==> config.mk <==
export PLATFORM = sky130hd
export DESIGN_NAME = game_state_rx_flat
export DESIGN_NICKNAME = d
export VERILOG_FILES = /design/src/rtl/game_state_rx_if.sv /design/src/rtl/game_state_rx.sv /design/src/flat_wrapper.sv
export SDC_FILE = /design/constraint.sdc
export NUM_CORES = 1
export LEC_CHECK = 0
export CAP_MARGIN = 25
export CELL_PAD_IN_SITES_DETAIL_PLACEMENT = 0
export CELL_PAD_IN_SITES_GLOBAL_PLACEMENT = 1
export CORE_MARGIN = 5
export CORE_UTILIZATION = 31
export CTS_CLUSTER_SIZE = 25
export DETAILED_ROUTE_END_ITERATION = 12
export GPL_TIMING_DRIVEN = 0
export PLACE_DENSITY = 0.63
export SYNTH_ARGS = -nofsm -noshare
export SYNTH_HDL_FRONTEND = slang
export SYNTH_SLANG_ARGS = --single-unit
==> constraint.sdc <==
create_clock -name clock -period 21.9 [get_ports clock]
set_input_delay 4.38 -clock clock [delete_from_list [all_inputs] [get_ports clock]]
set_output_delay 4.38 -clock clock [all_outputs]
set_load 0.01 [all_outputs]
==> src/rtl/game_state_rx_if.sv <==
// Byte-stream link between the link/UART receiver and game_state_rx.
// The receiver drives the master side. game_state_rx consumes the slave side.
interface game_state_rx_if;
  logic [7:0] byte_in;
  logic       byte_valid;

  modport master (output byte_in, output byte_valid);
  modport slave  (input  byte_in, input  byte_valid);
endinterface

==> src/rtl/game_state_rx.sv <==
// Rebuilds renderer buses from game-state packets (SYNC, TYPE, payload, XOR CHK).
// Validated packets are staged and committed to the outputs on the falling edge of vsync.
module game_state_rx #(
  parameter int GAP_TIMEOUT = 50000
) (
  input  logic                  clock,
  input  logic                  reset,
  game_state_rx_if.slave        rx,
  input  logic                  vsync,
  output logic [7:0][12:0][3:0] object_grid,
  output logic [7:0]            time_left,
  output logic [9:0]            point_total,
  output logic [2:0]            game_state,
  output logic [1:0]            num_players,
  output logic [8:0]            player1_x, player1_y,
  output logic [1:0]            player1_direction,
  output logic [3:0]            player1_state,
  output logic [8:0]            player2_x, player2_y,
  output logic [1:0]            player2_direction,
  output logic [3:0]            player2_state,
  output logic [8:0]            player3_x, player3_y,
  output logic [1:0]            player3_direction,
  output logic [3:0]            player3_state,
  output logic [8:0]            player4_x, player4_y,
  output logic [1:0]            player4_direction,
  output logic [3:0]            player4_state,
  output logic                  grid_updated,
  output logic                  status_updated,
  output logic                  rx_error,
  output logic [7:0]            error_count
);

  localparam logic [7:0] SYNC_BYTE   = 8'hA5;
  localparam logic [7:0] TYPE_GRID   = 8'h01;
  localparam logic [7:0] TYPE_STATUS = 8'h02;
  localparam logic [5:0] GRID_LAST   = 6'd51;
  localparam logic [5:0] STATUS_LAST = 6'd14;

  localparam logic [1:0] ST_IDLE    = 2'd0;
  localparam logic [1:0] ST_TYPE    = 2'd1;
  localparam logic [1:0] ST_PAYLOAD = 2'd2;
  localparam logic [1:0] ST_CHK     = 2'd3;

  localparam int              GAP_W    = $clog2(GAP_TIMEOUT + 1);
  localparam logic [GAP_W-1:0] GAP_LAST = GAP_W'(GAP_TIMEOUT - 1);

  typedef struct packed {
    logic [8:0] x;
    logic [8:0] y;
    logic [1:0] dir;
    logic [3:0] state;
  } player_t;

  typedef struct packed {
    player_t [3:0] player;
    logic [7:0]    time_left;
    logic [9:0]    point_total;
    logic [2:0]    game_state;
    logic [1:0]    num_players;
  } status_t;

  logic [1:0]       state;
  logic [5:0]       byte_cnt;
  logic [7:0]       chk;
  logic             is_grid;
  logic [GAP_W-1:0] gap_cnt;
  logic [51:0][7:0] shadow;
  logic [51:0][7:0] grid_stg;
  status_t          status_dec, status_stg, status_out;
  logic             grid_pend, status_pend;
  logic             vsync_q, vsync_qq, commit_evt;
  logic             timeout, err_evt, stage_grid, stage_status;
  logic [5:0]       last_idx;

  assign last_idx   = is_grid ? GRID_LAST : STATUS_LAST;
  assign timeout    = (state != ST_IDLE) && !rx.byte_valid && (gap_cnt == GAP_LAST);
  assign commit_evt = vsync_qq & ~vsync_q;

  // NOTE: every variable assigned in always_comb gets a default first, so no latch is inferred.
  always_comb begin
    err_evt      = 1'b0;
    stage_grid   = 1'b0;
    stage_status = 1'b0;
    if (timeout) begin
      err_evt = 1'b1;
    end else if (rx.byte_valid) begin
      if (state == ST_TYPE && rx.byte_in != TYPE_GRID && rx.byte_in != TYPE_STATUS)
        err_evt = 1'b1;
      if (state == ST_CHK) begin
        if (rx.byte_in == chk) begin
          stage_grid   = is_grid;
          stage_status = !is_grid;
        end else begin
          err_evt = 1'b1;
        end
      end
    end
  end

  // NOTE: sequential state uses non-blocking assignments so every flop samples pre-edge values.
  always_ff @(posedge clock or posedge reset) begin
    if (reset) begin
      state       <= ST_IDLE;
      byte_cnt    <= '0;
      chk         <= '0;
      is_grid     <= 1'b0;
      gap_cnt     <= '0;
      rx_error    <= 1'b0;
      error_count <= '0;
    end else begin
      if (timeout) begin
        state   <= ST_IDLE;
        gap_cnt <= '0;
      end else if (rx.byte_valid) begin
        gap_cnt <= '0;
        case (state)
          ST_IDLE: if (rx.byte_in == SYNC_BYTE) state <= ST_TYPE;
          ST_TYPE: begin
            if (rx.byte_in == TYPE_GRID || rx.byte_in == TYPE_STATUS) begin
              state    <= ST_PAYLOAD;
              is_grid  <= (rx.byte_in == TYPE_GRID);
              byte_cnt <= '0;
              chk      <= rx.byte_in;
            end else begin
              state <= ST_IDLE;
            end
          end
          ST_PAYLOAD: begin
            chk      <= chk ^ rx.byte_in;
            byte_cnt <= byte_cnt + 1'b1;
            if (byte_cnt == last_idx) state <= ST_CHK;
          end
          default: state <= ST_IDLE;
        endcase
      end else if (state != ST_IDLE) begin
        gap_cnt <= gap_cnt + 1'b1;
      end
      rx_error <= err_evt;
      if (err_evt && error_count != 8'hFF) error_count <= error_count + 1'b1;
    end
  end

  always_comb begin
    status_dec = '0;
    for (int i = 0; i < 4; i++) begin
      status_dec.player[i].x     = {shadow[3*i+2][7], shadow[3*i]};
      status_dec.player[i].y     = {shadow[3*i+2][6], shadow[3*i+1]};
      status_dec.player[i].dir   = shadow[3*i+2][5:4];
      status_dec.player[i].state = shadow[3*i+2][3:0];
    end
    status_dec.time_left   = shadow[12];
    status_dec.point_total = {shadow[14][1:0], shadow[13]};
    status_dec.game_state  = shadow[14][7:5];
    status_dec.num_players = shadow[14][4:3];
  end

  // NOTE: shadow and staged buffers are not reset; pending flags gate their use, so stale data never escapes.
  always_ff @(posedge clock) begin
    if (rx.byte_valid && state == ST_PAYLOAD) shadow[byte_cnt] <= rx.byte_in;
    if (stage_grid)   grid_stg   <= shadow;
    if (stage_status) status_stg <= status_dec;
  end

  // A stage in the commit cycle lands after the clear, so that packet waits for the next vsync.
  always_ff @(posedge clock or posedge reset) begin
    if (reset) begin
      vsync_q        <= 1'b0;
      vsync_qq       <= 1'b0;
      grid_pend      <= 1'b0;
      status_pend    <= 1'b0;
      object_grid    <= '0;
      status_out     <= '0;
      grid_updated   <= 1'b0;
      status_updated <= 1'b0;
    end else begin
      vsync_q        <= vsync;
      vsync_qq       <= vsync_q;
      grid_updated   <= commit_evt && grid_pend;
      status_updated <= commit_evt && status_pend;
      if (commit_evt && grid_pend) begin
        object_grid <= grid_stg;
        grid_pend   <= 1'b0;
      end
      if (commit_evt && status_pend) begin
        status_out  <= status_stg;
        status_pend <= 1'b0;
      end
      if (stage_grid)   grid_pend   <= 1'b1;
      if (stage_status) status_pend <= 1'b1;
    end
  end

  assign time_left   = status_out.time_left;
  assign point_total = status_out.point_total;
  assign game_state  = status_out.game_state;
  assign num_players = status_out.num_players;

  assign player1_x = status_out.player[0].x;
  assign player1_y = status_out.player[0].y;
  assign player1_direction = status_out.player[0].dir;
  assign player1_state     = status_out.player[0].state;
  assign player2_x = status_out.player[1].x;
  assign player2_y = status_out.player[1].y;
  assign player2_direction = status_out.player[1].dir;
  assign player2_state     = status_out.player[1].state;
  assign player3_x = status_out.player[2].x;
  assign player3_y = status_out.player[2].y;
  assign player3_direction = status_out.player[2].dir;
  assign player3_state     = status_out.player[2].state;
  assign player4_x = status_out.player[3].x;
  assign player4_y = status_out.player[3].y;
  assign player4_direction = status_out.player[3].dir;
  assign player4_state     = status_out.player[3].state;

endmodule
==> src/flat_wrapper.sv <==
// flat-port wrapper written by rule: the top's interface ports become plain ports
module game_state_rx_flat 
#(
  parameter int GAP_TIMEOUT = 50000
)
  (clock, reset, vsync, object_grid, time_left, point_total, game_state, num_players, player1_x, player1_y, player1_direction, player1_state, player2_x, player2_y, player2_direction, player2_state, player3_x, player3_y, player3_direction, player3_state, player4_x, player4_y, player4_direction, player4_state, grid_updated, status_updated, rx_error, error_count, rx_byte_in, rx_byte_valid);
  game_state_rx_if rx_i ();
  input  logic clock;
  input  logic reset;
  input  logic vsync;
  output logic [7:0][12:0][3:0] object_grid;
  output logic [7:0] time_left;
  output logic [9:0] point_total;
  output logic [2:0] game_state;
  output logic [1:0] num_players;
  output logic [8:0] player1_x;
  output logic [8:0] player1_y;
  output logic [1:0] player1_direction;
  output logic [3:0] player1_state;
  output logic [8:0] player2_x;
  output logic [8:0] player2_y;
  output logic [1:0] player2_direction;
  output logic [3:0] player2_state;
  output logic [8:0] player3_x;
  output logic [8:0] player3_y;
  output logic [1:0] player3_direction;
  output logic [3:0] player3_state;
  output logic [8:0] player4_x;
  output logic [8:0] player4_y;
  output logic [1:0] player4_direction;
  output logic [3:0] player4_state;
  output logic grid_updated;
  output logic status_updated;
  output logic rx_error;
  output logic [7:0] error_count;
  input wire logic [$bits(rx_i.byte_in)-1:0] rx_byte_in;
  input wire logic [$bits(rx_i.byte_valid)-1:0] rx_byte_valid;
  assign rx_i.byte_in = rx_byte_in;
  assign rx_i.byte_valid = rx_byte_valid;
  game_state_rx #(.GAP_TIMEOUT(GAP_TIMEOUT)) u_core (.clock(clock), .reset(reset), .rx(rx_i), .vsync(vsync), .object_grid(object_grid), .time_left(time_left), .point_total(point_total), .game_state(game_state), .num_players(num_players), .player1_x(player1_x), .player1_y(player1_y), .player1_direction(player1_direction), .player1_state(player1_state), .player2_x(player2_x), .player2_y(player2_y), .player2_direction(player2_direction), .player2_state(player2_state), .player3_x(player3_x), .player3_y(player3_y), .player3_direction(player3_direction), .player3_state(player3_state), .player4_x(player4_x), .player4_y(player4_y), .player4_direction(player4_direction), .player4_state(player4_state), .grid_updated(grid_updated), .status_updated(status_updated), .rx_error(rx_error), .error_count(error_count));
endmodule
==> run_1/ff_map.png <==
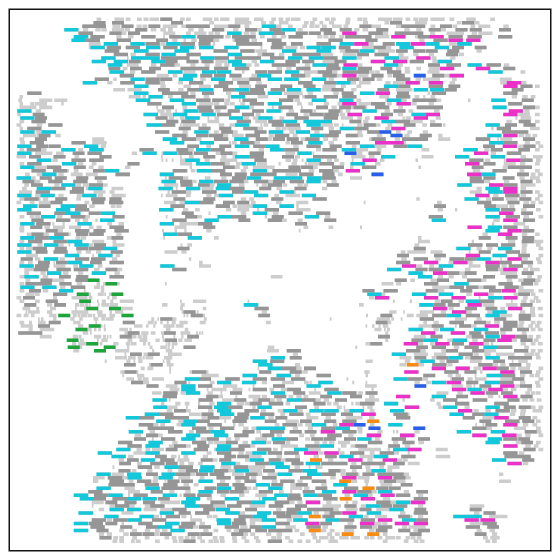
colour	netlist name	placed flops
orange	u_core.point_total	10
cyan	u_core.shadow	416
blue	u_core.player1_y	9
green	u_core.gap_cnt	16
magenta	u_core.status_stg	119

==> run_1/m2.png <==
Cells faint in the background.
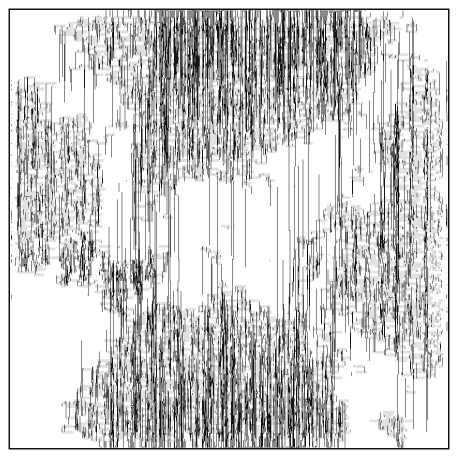
nets with wire on the layer	2,999
main direction	vertical
share of all routed wire	52%
wire length on this layer	69.3 mm
longest straight run	206 µm

==> flow_summary.toml, run 1 <==
# generated from flow reports
[finish]
syn2layout_area_growth_pct = 28.3
largestRegisters = "u_core.grid_stg x416, u_core.object_grid x416, u_core.shadow x416"
buf_share = 0.102
regArea_um2 = 43100
num-multi-input-gates = 813
largestClassByArea = "sequential cells"
comb_share = 0.117
drive_gt1_frac = 0.264

[power]
pwr-share-comb = 0.011
power_leader = "sequential cells"
switching_share = 0.207
p_total_w = 0.00588
p_int_w = 0.00466
vdd_ir_drop_max_mv = 0.0747

[die]
design.core.area_um2 = 165000
initial_core_util = 0.311
die_h_um = 416
die_width_um = 416
tapCellCount = 2189

[clocking]
cts_setup_buffers = 0
cts_htree_levels = 4
numCtsBuffers = 160
ctsResizeCount = 0

[yosys]
top_cells_by_count = "951 x edfxtp_1, 583 x dfrtp_1, 535 x mux2_2"
avgSynthCellArea_um2 = 21.0
synthFlopType = "edfxtp_1"
edf_count = 951
yosysTopAreaCell = "edfxtp_1"
yosysUniqueCellTypes = 53
ys_ff = 1534
top_cells_by_area = "edfxtp_1 56%, dfrtp_1 28%, mux2_2 12%"
synthMuxAreaShare = 0.119
ys_chip_area_um2 = 51200
top_logic_kind = "multiplexers"

[worst_setup_path]
crit_top_cell = "buf_16"
endpoint_kind = "flop"
setup.worst_path.class = "input pin to flop"
worst-path-stages = 9
max_stage_delay_ps = 760
cp_cell_sequence = "buf_4 > buf_16 > xnor2_1 > nand4_1 > nor4_1 > and2_4 > buf_12 > buf_16 > buf_16"
worstPathRequired_ps = 22350

[placed_design]
dp_cells = 5213
hpwl_um = 88000

[sta]
final.min_clock_period_ps = 7400
hold_viol = 0
slew_headroom = 0.318
setup_tns_ps = 0
clock.fmax_ghz = 0.135
max_slew.worst_pin.slew_ps = 1020
layout_setup_ws_ps = 14500

[global_route]
met1_usage = 0.184
grt_overflow = 0
grt_pass1_vias = 25600
grt_max_degree = 112

[run]
tool_warnings = 39

[run_status]
status = "complete, no violations"

[min_path]
holdCritStartpoint = "u_core.shadow[409]"
hold_path.class = "flop to flop"

[detailed_routing]
final_antenna_net_count = 0
wl_per_cell_um = 24.3
==> run_1/m3.png <==
Scale bar: 100 µm.
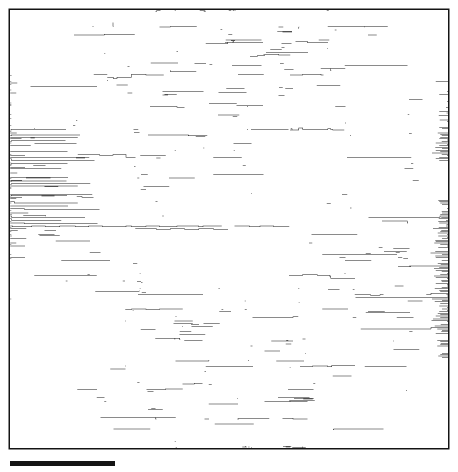
main direction	horizontal
longest straight run	87.6 µm
share of all routed wire	5.1%
wire length on this layer	6,790 µm

--- run 2 (diff from run 1) ---
clock period = 6.4 ns   (was 21.9 ns; I/O delays follow)
==> run 2 against run 1 <==
  * Synthesized cell count did not move
  * Sequential power rose to 3.4 times the previous value
  * Clock skew rose by 11 ps
  * Sequential cell count did not move
  * Highest routed layer unchanged
  * Setup slack worse by 12000 ps
==> flow_summary.toml, run 2 <==
# generated from flow reports
[run_status]
status = "complete, no violations"

[yosys]
edf_count = 951
top_cells_by_count = "951 x edfxtp_1, 583 x dfrtp_1, 535 x mux2_2"
syn_inst = 2433
top_logic_kind = "multiplexers"
yosys_warnings = 0
top_cells_by_area = "edfxtp_1 56%, dfrtp_1 28%, mux2_2 12%"
synthMuxAreaShare = 0.119
async_flop_share = 0.380
yosysUniqueCellTypes = 53
ys_chip_area_um2 = 51200
synthFlopType = "edfxtp_1"
yosysTopAreaCell = "edfxtp_1"

[finish]
drive_gt1_frac = 0.267
regArea_um2 = 43100
final_common_cell = "edfxtp_1"
largestRegisters = "u_core.grid_stg x416, u_core.object_grid x416, u_core.shadow x416"
syn2layout_area_growth_pct = 28.7
nNetsFinal = 3218
seq_area_frac = 0.655
buf_share = 0.106
comb_share = 0.116
largestClassByArea = "sequential cells"

[power]
p_total_w = 0.0200
pwr-share-comb = 0.012
p_int_w = 0.0158
switching_share = 0.208
vdd_ir_drop_max_mv = 0.255
power_leader = "sequential cells"

[worst_setup_path]
worst-path-stages = 9
setup.worst_path.class = "input pin to flop"
crit_top_cell = "buf_16"
cp_cell_sequence = "buf_4 > buf_16 > xnor2_1 > nand3_1 > nor4_1 > and2_4 > buf_16 > buf_16 > buf_16"
max_stage_delay_ps = 530
worstPathRequired_ps = 6850
r2r-end = "u_core.shadow[379]"

[clocking]
cts_setup_buffers = 0
hold_buffers = 0
cts_htree_levels = 4
ctsResizeCount = 0

[detailed_routing]
final_antenna_net_count = 0
route.met3.wl_um = 7170
wl_per_cell_um = 24.3

[sta]
final.min_clock_period_ps = 3880
setup_tns_ps = 0
clock.fmax_ghz = 0.258
layout_setup_ws_ps = 2520
hold_viol = 0
max_slew.worst_pin.slew_ps = 979
skew_ps = 51.7
slew_headroom = 0.345

[min_path]
hold_path.class = "flop to flop"
holdCritStartpoint = "u_core.shadow[160]"

[die]
design.core.area_um2 = 165000
die_h_um = 416
die_width_um = 416
initial_core_util = 0.311

[run]
tool_warnings = 28

[global_route]
grt_max_degree = 65
grt_pass1_vias = 25700
grt_overflow = 0

[placed_design]
dp_cells = 5225
hpwl_um = 89000
==> run_2/congestion_map.png <==
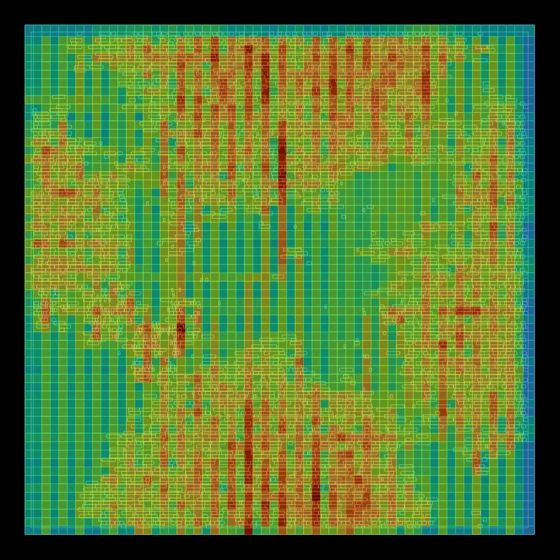
M1 GR Usage: 0.184
grt met3 use: 0.0362

==> run_2/m2.png <==
Cells faint in the background.
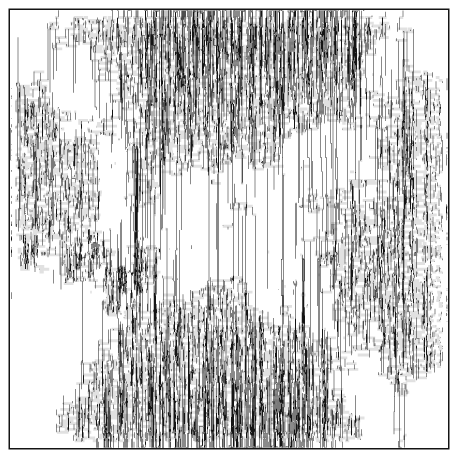
longest straight run	220 µm
wire length on this layer	70.3 mm
share of all routed wire	52%
nets with wire on the layer	3,020
main direction	vertical

No activity file was given, so power comes from the tool's default toggle rates.
